--- src/rtl/demux_lanes_param_if.sv ---
// Lane-side bus bundle for the 1:RATIO lane demultiplexer.
// The master drives lane words and flush and observes the grouped outputs.
// The slave (the demux) takes lane words and produces the grouped outputs.
interface demux_lanes_param_if #(
    parameter int WIDTH = 8,
    parameter int LANES = 2,
    parameter int RATIO = 2
);
    logic [LANES-1:0]             valid_in;
    logic [LANES*WIDTH-1:0]       data_in;
    logic                         flush;
    logic [LANES*RATIO-1:0]       valid_out;
    logic [LANES*RATIO*WIDTH-1:0] data_out;
    logic [LANES-1:0]             group_out;

    modport master (
        output valid_in,
        output data_in,
        output flush,
        input  valid_out,
        input  data_out,
        input  group_out
    );

    modport slave (
        input  valid_in,
        input  data_in,
        input  flush,
        output valid_out,
        output data_out,
        output group_out
    );
endinterface

--- src/rtl/demux_lanes_param.sv ---
// Per-lane 1:RATIO word demultiplexer.
// Each lane gathers RATIO valid words into slot storage. A complete group,
// or a partial group when flush is asserted, is presented on registered
// output slots for exactly one cycle. Empty slots and idle cycles read zero.
module demux_lanes_param #(
    parameter int WIDTH = 8,
    parameter int LANES = 2,
    parameter int RATIO = 2
) (
    input logic                clk,
    input logic                reset,
    demux_lanes_param_if.slave bus
);
    localparam int CW = (RATIO > 1) ? $clog2(RATIO) : 1;
    localparam logic [CW-1:0] LAST = CW'(RATIO - 1);

    generate
        for (genvar gi = 0; gi < LANES; gi++) begin : g_lane
            logic [CW-1:0]          cnt_q, cnt_d;
            logic [RATIO*WIDTH-1:0] store_q, store_d, store_w;
            logic [RATIO-1:0]       vout_q, vout_d;
            logic [RATIO*WIDTH-1:0] dout_q, dout_d;
            logic                   grp_q, grp_d;
            logic                   wr, full, pending, emit_full, emit_flush;
            logic [CW:0]            fill;
            logic [WIDTH-1:0]       word;

            assign word       = bus.data_in[gi*WIDTH +: WIDTH];
            assign wr         = bus.valid_in[gi];
            assign full       = wr && (cnt_q == LAST);
            assign pending    = (cnt_q != '0) || wr;
            assign emit_full  = full;
            // A word completing the group on a flush edge is a normal full emission.
            assign emit_flush = bus.flush && pending && !full;
            // Number of filled slots once this edge's word (if any) is included.
            assign fill       = {1'b0, cnt_q} + {{CW{1'b0}}, wr};

            // Slot storage view including the word sampled on this edge.
            always_comb begin
                store_w = store_q;
                for (int s = 0; s < RATIO; s++) begin
                    if (wr && (cnt_q == CW'(s))) begin
                        store_w[s*WIDTH +: WIDTH] = word;
                    end
                end
            end

            // Emission decode: only filled slots are marked valid, others read zero.
            always_comb begin
                vout_d = '0;
                dout_d = '0;
                grp_d  = emit_full || emit_flush;
                for (int s = 0; s < RATIO; s++) begin
                    if (emit_full || (emit_flush && (fill > (CW+1)'(s)))) begin
                        vout_d[s]                = 1'b1;
                        dout_d[s*WIDTH +: WIDTH] = store_w[s*WIDTH +: WIDTH];
                    end
                end
                cnt_d   = grp_d ? '0 : (cnt_q + CW'(wr));
                store_d = grp_d ? '0 : store_w;
            end

            // Lane state and one-cycle output registers.
            always_ff @(posedge clk or posedge reset) begin
                if (reset) begin
                    cnt_q   <= '0;
                    store_q <= '0;
                    vout_q  <= '0;
                    dout_q  <= '0;
                    grp_q   <= 1'b0;
                end else begin
                    cnt_q   <= cnt_d;
                    store_q <= store_d;
                    vout_q  <= vout_d;
                    dout_q  <= dout_d;
                    grp_q   <= grp_d;
                end
            end

            assign bus.valid_out[gi*RATIO +: RATIO]             = vout_q;
            assign bus.data_out[gi*RATIO*WIDTH +: RATIO*WIDTH] = dout_q;
            assign bus.group_out[gi]                            = grp_q;
        end
    endgenerate
endmodule

--- src/flat_wrapper.sv ---
// flat-port wrapper written by rule: the top's interface ports become plain ports
module demux_lanes_param_flat 
#(
    parameter int WIDTH = 8,
    parameter int LANES = 2,
    parameter int RATIO = 2
)
  (clk, reset, bus_valid_in, bus_data_in, bus_flush, bus_valid_out, bus_data_out, bus_group_out);
  demux_lanes_param_if #(.WIDTH(WIDTH), .LANES(LANES), .RATIO(RATIO)) bus_i ();
  input logic clk;
  input logic reset;
  input wire logic [$bits(bus_i.valid_in)-1:0] bus_valid_in;
  input wire logic [$bits(bus_i.data_in)-1:0] bus_data_in;
  input wire logic [$bits(bus_i.flush)-1:0] bus_flush;
  output wire logic [$bits(bus_i.valid_out)-1:0] bus_valid_out;
  output wire logic [$bits(bus_i.data_out)-1:0] bus_data_out;
  output wire logic [$bits(bus_i.group_out)-1:0] bus_group_out;
  assign bus_i.valid_in = bus_valid_in;
  assign bus_i.data_in = bus_data_in;
  assign bus_i.flush = bus_flush;
  assign bus_valid_out = bus_i.valid_out;
  assign bus_data_out = bus_i.data_out;
  assign bus_group_out = bus_i.group_out;
  demux_lanes_param #(.WIDTH(WIDTH), .LANES(LANES), .RATIO(RATIO)) u_core (.clk(clk), .reset(reset), .bus(bus_i));
endmodule
--- config.mk ---
export PLATFORM = sky130hd
export DESIGN_NAME = demux_lanes_param_flat
export DESIGN_NICKNAME = d
export VERILOG_FILES = /design/src/rtl/demux_lanes_param_if.sv /design/src/rtl/demux_lanes_param.sv /design/src/flat_wrapper.sv
export SDC_FILE = /design/constraint.sdc
export NUM_CORES = 1
export LEC_CHECK = 0
export ABC_AREA = 1
export CAP_MARGIN = 10
export CORE_ASPECT_RATIO = 1.25
export CORE_MARGIN = 3
export CORE_UTILIZATION = 30
export CTS_BUF_LIST = sky130_fd_sc_hd__clkbuf_4
export DETAILED_ROUTE_END_ITERATION = 7
export GPL_ROUTABILITY_DRIVEN = 0
export GPL_TIMING_DRIVEN = 0
export HOLD_SLACK_MARGIN = 0.05
export RECOVER_POWER = 25
export SYNTH_ARGS = -nofsm -noshare
export SYNTH_HDL_FRONTEND = slang
export SYNTH_SLANG_ARGS = --single-unit
export TNS_END_PERCENT = 100
--- constraint.sdc ---
create_clock -name clk -period 1.9 [get_ports clk]
set_input_delay 0.19 -clock clk [delete_from_list [all_inputs] [get_ports clk]]
set_output_delay 0.19 -clock clk [all_outputs]
set_load 0.02 [all_outputs]
==> out/qor.yml, run 1 <==
cts:
  ctsHoldBuffers: 0
  cts_tree: "built"
  cts_setup_buffers: 0
  cts_root_buf: "clkbuf_4"
  cts_buffers: 5
cells_and_area:
  comb_area_share_pct: 16.6
  clock_area_share_pct: 2.53
  final_common_cell: "nand2_1"
  seq_cells: 56
  utilization_pct: 42.3
  largest_reg_flops: 32
  fill_cells: 718
  buffer_area_share_pct: 22.2
setup_path:
  reg2reg_from: "u_core.g_lane[0].cnt_q$_DFF_PP0_"
  crit_family: "buffers and inverters"
  max_stage_delay_ns: 0.53
  r2r_cells: 4
  start_kind: "flip-flop"
  endpoint_kind: "primary output"
  cpMaxStageDelayCell: "clkdlybuf4s50_1"
  cp.required_ns: 1.71
synthesis:
  synth_chip_area_sq_um: 2180
  common_cells: "nand2_1 (68), inv_1 (61), dfrtp_1 (56)"
  avgSynthCellArea_sq_um: 9.20
  syn_inst: 237
  logic_family: "simple AND/OR/NAND/NOR gates"
  ys_sh_aoi_pct: 0.803
  fp_nets: 264
  yosysUniqueCellTypes: 11
  adder_share_pct: 3.44
  area_leaders: "dfrtp_1 (64%), nand2_1 (12%), inv_1 (10%), nor2_1 (5.9%), ha_1 (3.4%)"
  synth_seq_share_pct: 64.3
  ys.flop_type: "dfrtp_1"
global_route:
  grt_usage_pct: 10.1
  grt_max_degree: 38
  grt_pass1_wl_um: 6440
  grt_overflow: 0
  grt_pass1_vias: 1462
power:
  seq-power_mw: 1.53
  leakage_nw: 1.68
  combPwrFrac_pct: 35.1
  maxPowerGroup: "sequential cells"
  pwr.group.clock_mw: 0.614
sta:
  worstMarginPinSlew_ns: 0.763
  slew-limit-headroom_pct: 49.1
  clock_skew_ns: 0.00353
  slew_violations: 0
run_status:
  status: "completed"
floorplan:
  tap_cells: 90
  die_h_um: 101
  fp.dieW_um: 82.3
  core_sq_um: 7020
flow_run:
  max_cap_viol_count: 0
routing:
  initialDrtViolationCount: 19
  via_per_inst: 3.84
placed_design:
  io_buffers: 58
  pre_cts_ws_ns: 0.194
min_path:
  hold_depth: 3
  hold_start: "bus_data_in[0]"
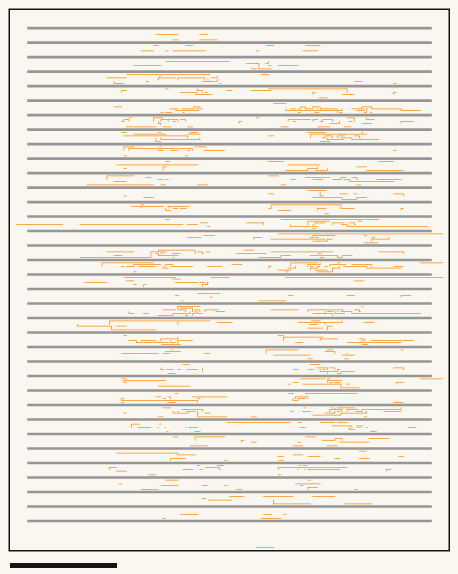
Figure 1: run 1, M1 wires.
Bar = 20 um. Supply wires on this layer in grey.
share of all routed wire	37%
main direction	horizontal
nets with wire on the layer	284
met1 Usage GRT: 10.1%
vias: 1513
final wirelength: 3930 um

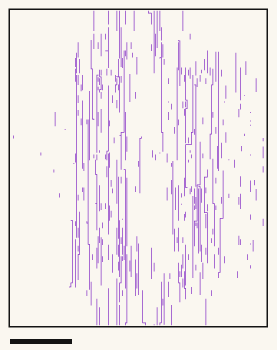
Figure 2: run 1, met2 routing.
Bar = 20 um.
share of all routed wire	52%
nets with wire on the layer	247
main direction	vertical
routing usage on met2: 18.3%

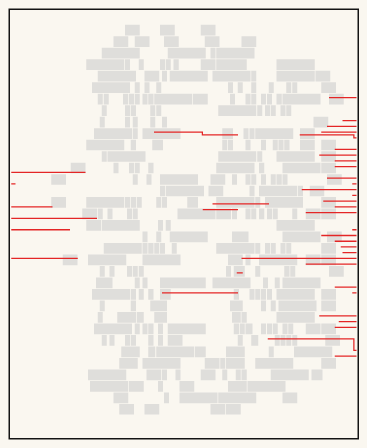
Figure 3: run 1, signal wires on met3.
wire length on this layer	351 um
share of all routed wire	8.9%
main direction	horizontal
met3 Use GR: 3.83%

Figure 4. Track usage over the die (run 1).
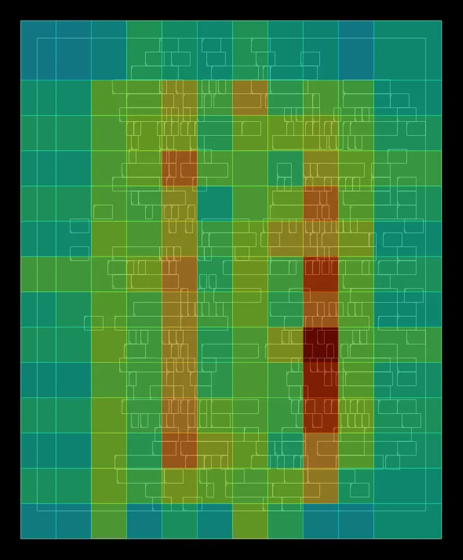

==> run 1 -> run 2 <==
==> constraint.sdc (replaced) <==
create_clock -name clk -period 1.46 [get_ports clk]
set_input_delay 0.146 -clock clk [delete_from_list [all_inputs] [get_ports clk]]
set_output_delay 0.146 -clock clk [all_outputs]
set_load 0.02 [all_outputs]
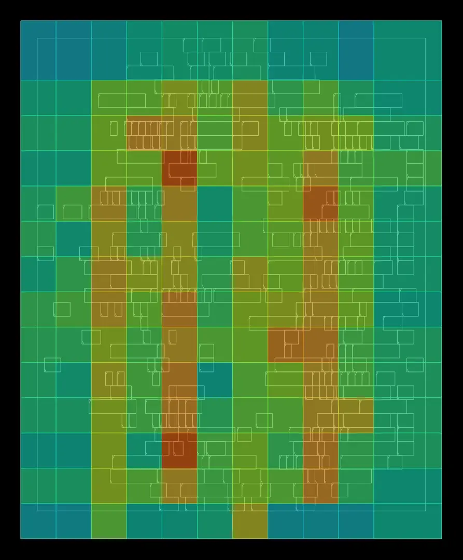
Figure 5: run 2, track usage over the die.
fin util: 41.2%
GRT Util Overall: 10.4%
WL per Instance: 10.2 um

==> out/qor.yml, run 2 <==
cells_and_area:
  final_common_cell: "nand2_1"  # unchanged
  fill_cells: 731  # was 718
  seq_cells: 56  # unchanged
  clock_area_share_pct: 1.95  # was 2.53%
setup_path:
  endpoint_kind: "flip-flop"  # was primary output
  cp.required_ns: 1.71  # about the same
  cpMaxStageDelayCell: "dfrtp_1"  # was clkdlybuf4s50_1
  max_stage_delay_ns: 0.41  # was 0.53 ns
  reg2reg_from: "u_core.g_lane[0].cnt_q$_DFF_PP0_"  # unchanged
  start_kind: "flip-flop"  # unchanged
synthesis:
  logic_family: "simple AND/OR/NAND/NOR gates"  # unchanged
  avgSynthCellArea_sq_um: 9.20  # unchanged
  area_leaders: "dfrtp_1 (64%), nand2_1 (12%), inv_1 (10%), nor2_1 (5.9%), ha_1 (3.4%)"  # unchanged
  adder_share_pct: 3.44  # unchanged
  yosysUniqueCellTypes: 11  # unchanged
  syn_inst: 237  # unchanged
  synth_seq_share_pct: 64.3  # unchanged
  ys_sh_aoi_pct: 0.803  # unchanged
  common_cells: "nand2_1 (68), inv_1 (61), dfrtp_1 (56)"  # unchanged
  ys.flop_type: "dfrtp_1"  # unchanged
  fp_nets: 264  # unchanged
global_route:
  grt_pass1_wl_um: 6650  # was 6440 um
  grt_max_degree: 57  # was 38
  grt_util_met2_pct: 18.1  # was 18.3%
floorplan:
  core_sq_um: 7020  # unchanged
  fp.dieW_um: 82.3  # unchanged
  tap_cells: 90  # unchanged
  die_h_um: 101  # unchanged
sta:
  slew-limit-headroom_pct: 61.3  # was 49.1%
  worstMarginPinSlew_ns: 0.577  # was 0.763 ns
routing:
  dr_total_vias: 1500  # was 1513
  initialDrtViolationCount: 46  # was 19
  via_per_inst: 3.81  # was 3.84
cts:
  cts_root_buf: "clkbuf_4"  # unchanged
  cts_buffers: 5  # unchanged
placed_design:
  io_buffers: 58  # unchanged
  pre_cts_ws_ns: -0.235  # was 0.194 ns
power:
  seq-power_mw: 1.98  # was 1.53 mW
  combPwrFrac_pct: 34.1  # was 35.1%
  maxPowerGroup: "sequential cells"  # unchanged
run_status:
  status: "completed"  # unchanged
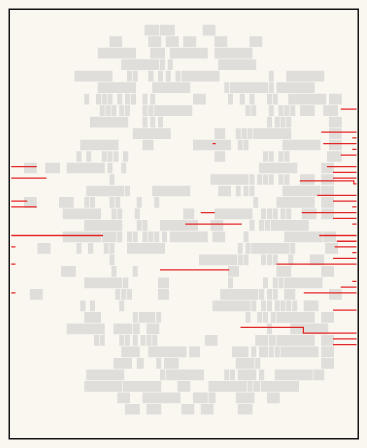
Figure 6: run 2, signal wires on met3.
longest straight run	21.4 um
main direction	horizontal
share of all routed wire	6.7%
final wirelength: 4020 um
met3 Use GR: 3.20%

Figure 7. Met2 routing (run 2).
Bar = 20 um.
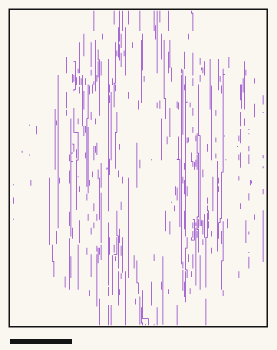

==> run 2 -> run 3 <==
--- a/config.mk
+++ b/config.mk
@@ -7,14 +7,14 @@
 export LEC_CHECK = 0
 export ABC_AREA = 1
 export CAP_MARGIN = 10
-export CORE_ASPECT_RATIO = 1.25
 export CORE_MARGIN = 3
-export CORE_UTILIZATION = 30
-export CTS_BUF_LIST = sky130_fd_sc_hd__clkbuf_4
+export CORE_UTILIZATION = 42
+export CTS_BUF_LIST = sky130_fd_sc_hd__clkbuf_16
 export DETAILED_ROUTE_END_ITERATION = 7
 export GPL_ROUTABILITY_DRIVEN = 0
 export GPL_TIMING_DRIVEN = 0
 export HOLD_SLACK_MARGIN = 0.05
+export PLACE_DENSITY = 0.74
 export RECOVER_POWER = 25
 export SYNTH_ARGS = -nofsm -noshare
 export SYNTH_HDL_FRONTEND = slang
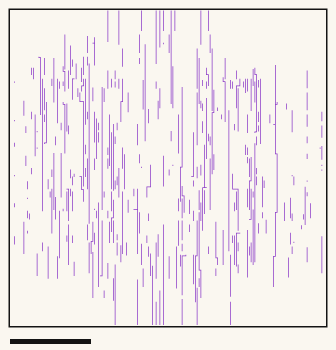
Figure 8: run 3, met2 routing.
Bar = 20 um.
wire length on this layer	1910 um
nets with wire on the layer	243
longest straight run	39.4 um

==> out/qor.yml, run 3 <==
run_status:
  status: "completed"  # unchanged
synthesis:
  syn_inst: 237  # unchanged
  avgSynthCellArea_sq_um: 9.20  # unchanged
  ys.flop_type: "dfrtp_1"  # unchanged
  common_cells: "nand2_1 (68), inv_1 (61), dfrtp_1 (56)"  # unchanged
  fp_nets: 264  # unchanged
  area_leaders: "dfrtp_1 (64%), nand2_1 (12%), inv_1 (10%), nor2_1 (5.9%), ha_1 (3.4%)"  # unchanged
  synth_chip_area_sq_um: 2180  # unchanged
  logic_family: "simple AND/OR/NAND/NOR gates"  # unchanged
  ys_sh_aoi_pct: 0.803  # unchanged
  synth_seq_share_pct: 64.3  # unchanged
  adder_share_pct: 3.44  # unchanged
  yosysUniqueCellTypes: 11  # unchanged
cts:
  cts_buffers: 5  # unchanged
  ctsHoldBuffers: 0  # unchanged
  cts_root_buf: "clkbuf_16"  # was clkbuf_4
  cts_tree: "built"  # unchanged
cells_and_area:
  comb_area_share_pct: 16.1  # was 17.0%
  final_cell_mix: "nand2_1 (68), inv_1 (59), dfrtp_1 (56), clkdlybuf4s50_1 (55), nor2_1 (34)"  # was nand2_1 (68), inv_1 (60), dfrtp_1 (56), dlygate4sd2_1 (38), nor2_1 (34)
  largest_reg_flops: 32  # unchanged
  fill_cells: 422  # was 731
  drive_gt1_share_pct: 7.26  # was 6.91%
  seq_cells: 56  # unchanged
  buffer_area_share_pct: 21.6  # was 20.7%
  utilization_pct: 62.7  # was 41.2%
  largestRegisters: "u_core.g_lane.dout_q: 32 flops, u_core.g_lane.store_q: 16 flops, u_core.g_lane.vout_q: 4 flops"  # unchanged
  final_area_sq_um: 3060  # was 2890 sq um
  final_common_cell: "nand2_1"  # unchanged
  inv_count: 61  # unchanged
  clock_area_share_pct: 6.06  # was 1.95%
  max_flop_register: "u_core.g_lane.dout_q"  # unchanged
global_route:
  grt_pass1_vias: 1525  # was 1451
  grt_use_met3_pct: 3.67  # was 3.20%
  grt_overflow: 0  # unchanged
  grt_pass1_wl_um: 6680  # was 6650 um
  use_met1_pct: 16.7  # was 12.0%
  grt_usage_pct: 13.9  # was 10.4%
  grt_util_met2_pct: 24.2  # was 18.1%
routing:
  wl_per_cell_um: 10.6  # was 10.2 um
  via_per_inst: 4.13  # was 3.81
  totalWireLength_um: 3930  # was 4020 um
  dr_total_vias: 1527  # was 1500
  initialDrtViolationCount: 62  # was 46
min_path:
  min_to: "u_core.g_lane[0].dout_q[13]$_DFF_PP0_"
  hold_depth: 3
setup_path:
  max_stage_delay_ns: 0.60  # was 0.41 ns
  cp.required_ns: 1.31  # was 1.71 ns
  start_kind: "flip-flop"  # unchanged
  cpMaxStageDelayCell: "clkdlybuf4s50_1"  # was dfrtp_1
  endpoint_kind: "primary output"  # was flip-flop
  crit_arrival_ns: 1.24  # was 1.59 ns
  crit_family: "buffers and inverters"  # was flip-flops
  r2r-end: "u_core.g_lane[0].dout_q[5]$_DFF_PP0_"  # was u_core.g_lane[0].dout_q[6]$_DFF_PP0_
  r2r_cells: 4  # unchanged
  crit_end: "bus_data_out[5]"  # was u_core.g_lane[0].dout_q[6]$_DFF_PP0_
power:
  maxPowerGroup: "sequential cells"  # unchanged
  seq-power_mw: 2.00  # was 1.98 mW
  leakage_nw: 1.74  # was 1.80 nW
  power_per_cell_area_nw_per_um2: 1640  # was 1380 nW/um^2
  combPwrFrac_pct: 30.6  # was 34.1%
floorplan:
  core_sq_um: 4880  # was 7020 sq um
  tap_cells: 67  # was 90
placed_design:
  io_buffers: 58  # unchanged
  pre_cts_ws_ns: -0.204  # was -0.235 ns
sta:
  slew_violations: 0  # unchanged
  slew-limit-headroom_pct: 34.7  # was 61.3%
  worstMarginPinSlew_ns: 0.974  # was 0.577 ns
flow_run:
  max_cap_viol_count: 0  # unchanged
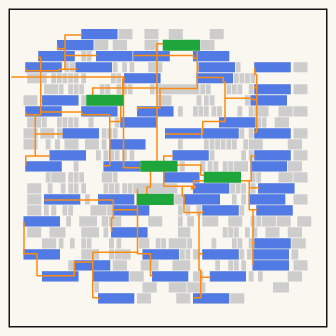
Figure 9: run 3, clock wires, drivers and flops.
[orange] clock wires | length: 598 um
[blue] flip-flops | count: 56
[green] clock drivers | count: 5
routed clock nets	6
flops lie	widely spread
clock-net power: 1.47 mW
Fin Clk Skew: 0.00359 ns
clock power share: 29.4%
worst-skew pair later-pin latency: 0.28 ns

Power figures rest on the tool's default switching activity, not on a simulated workload.
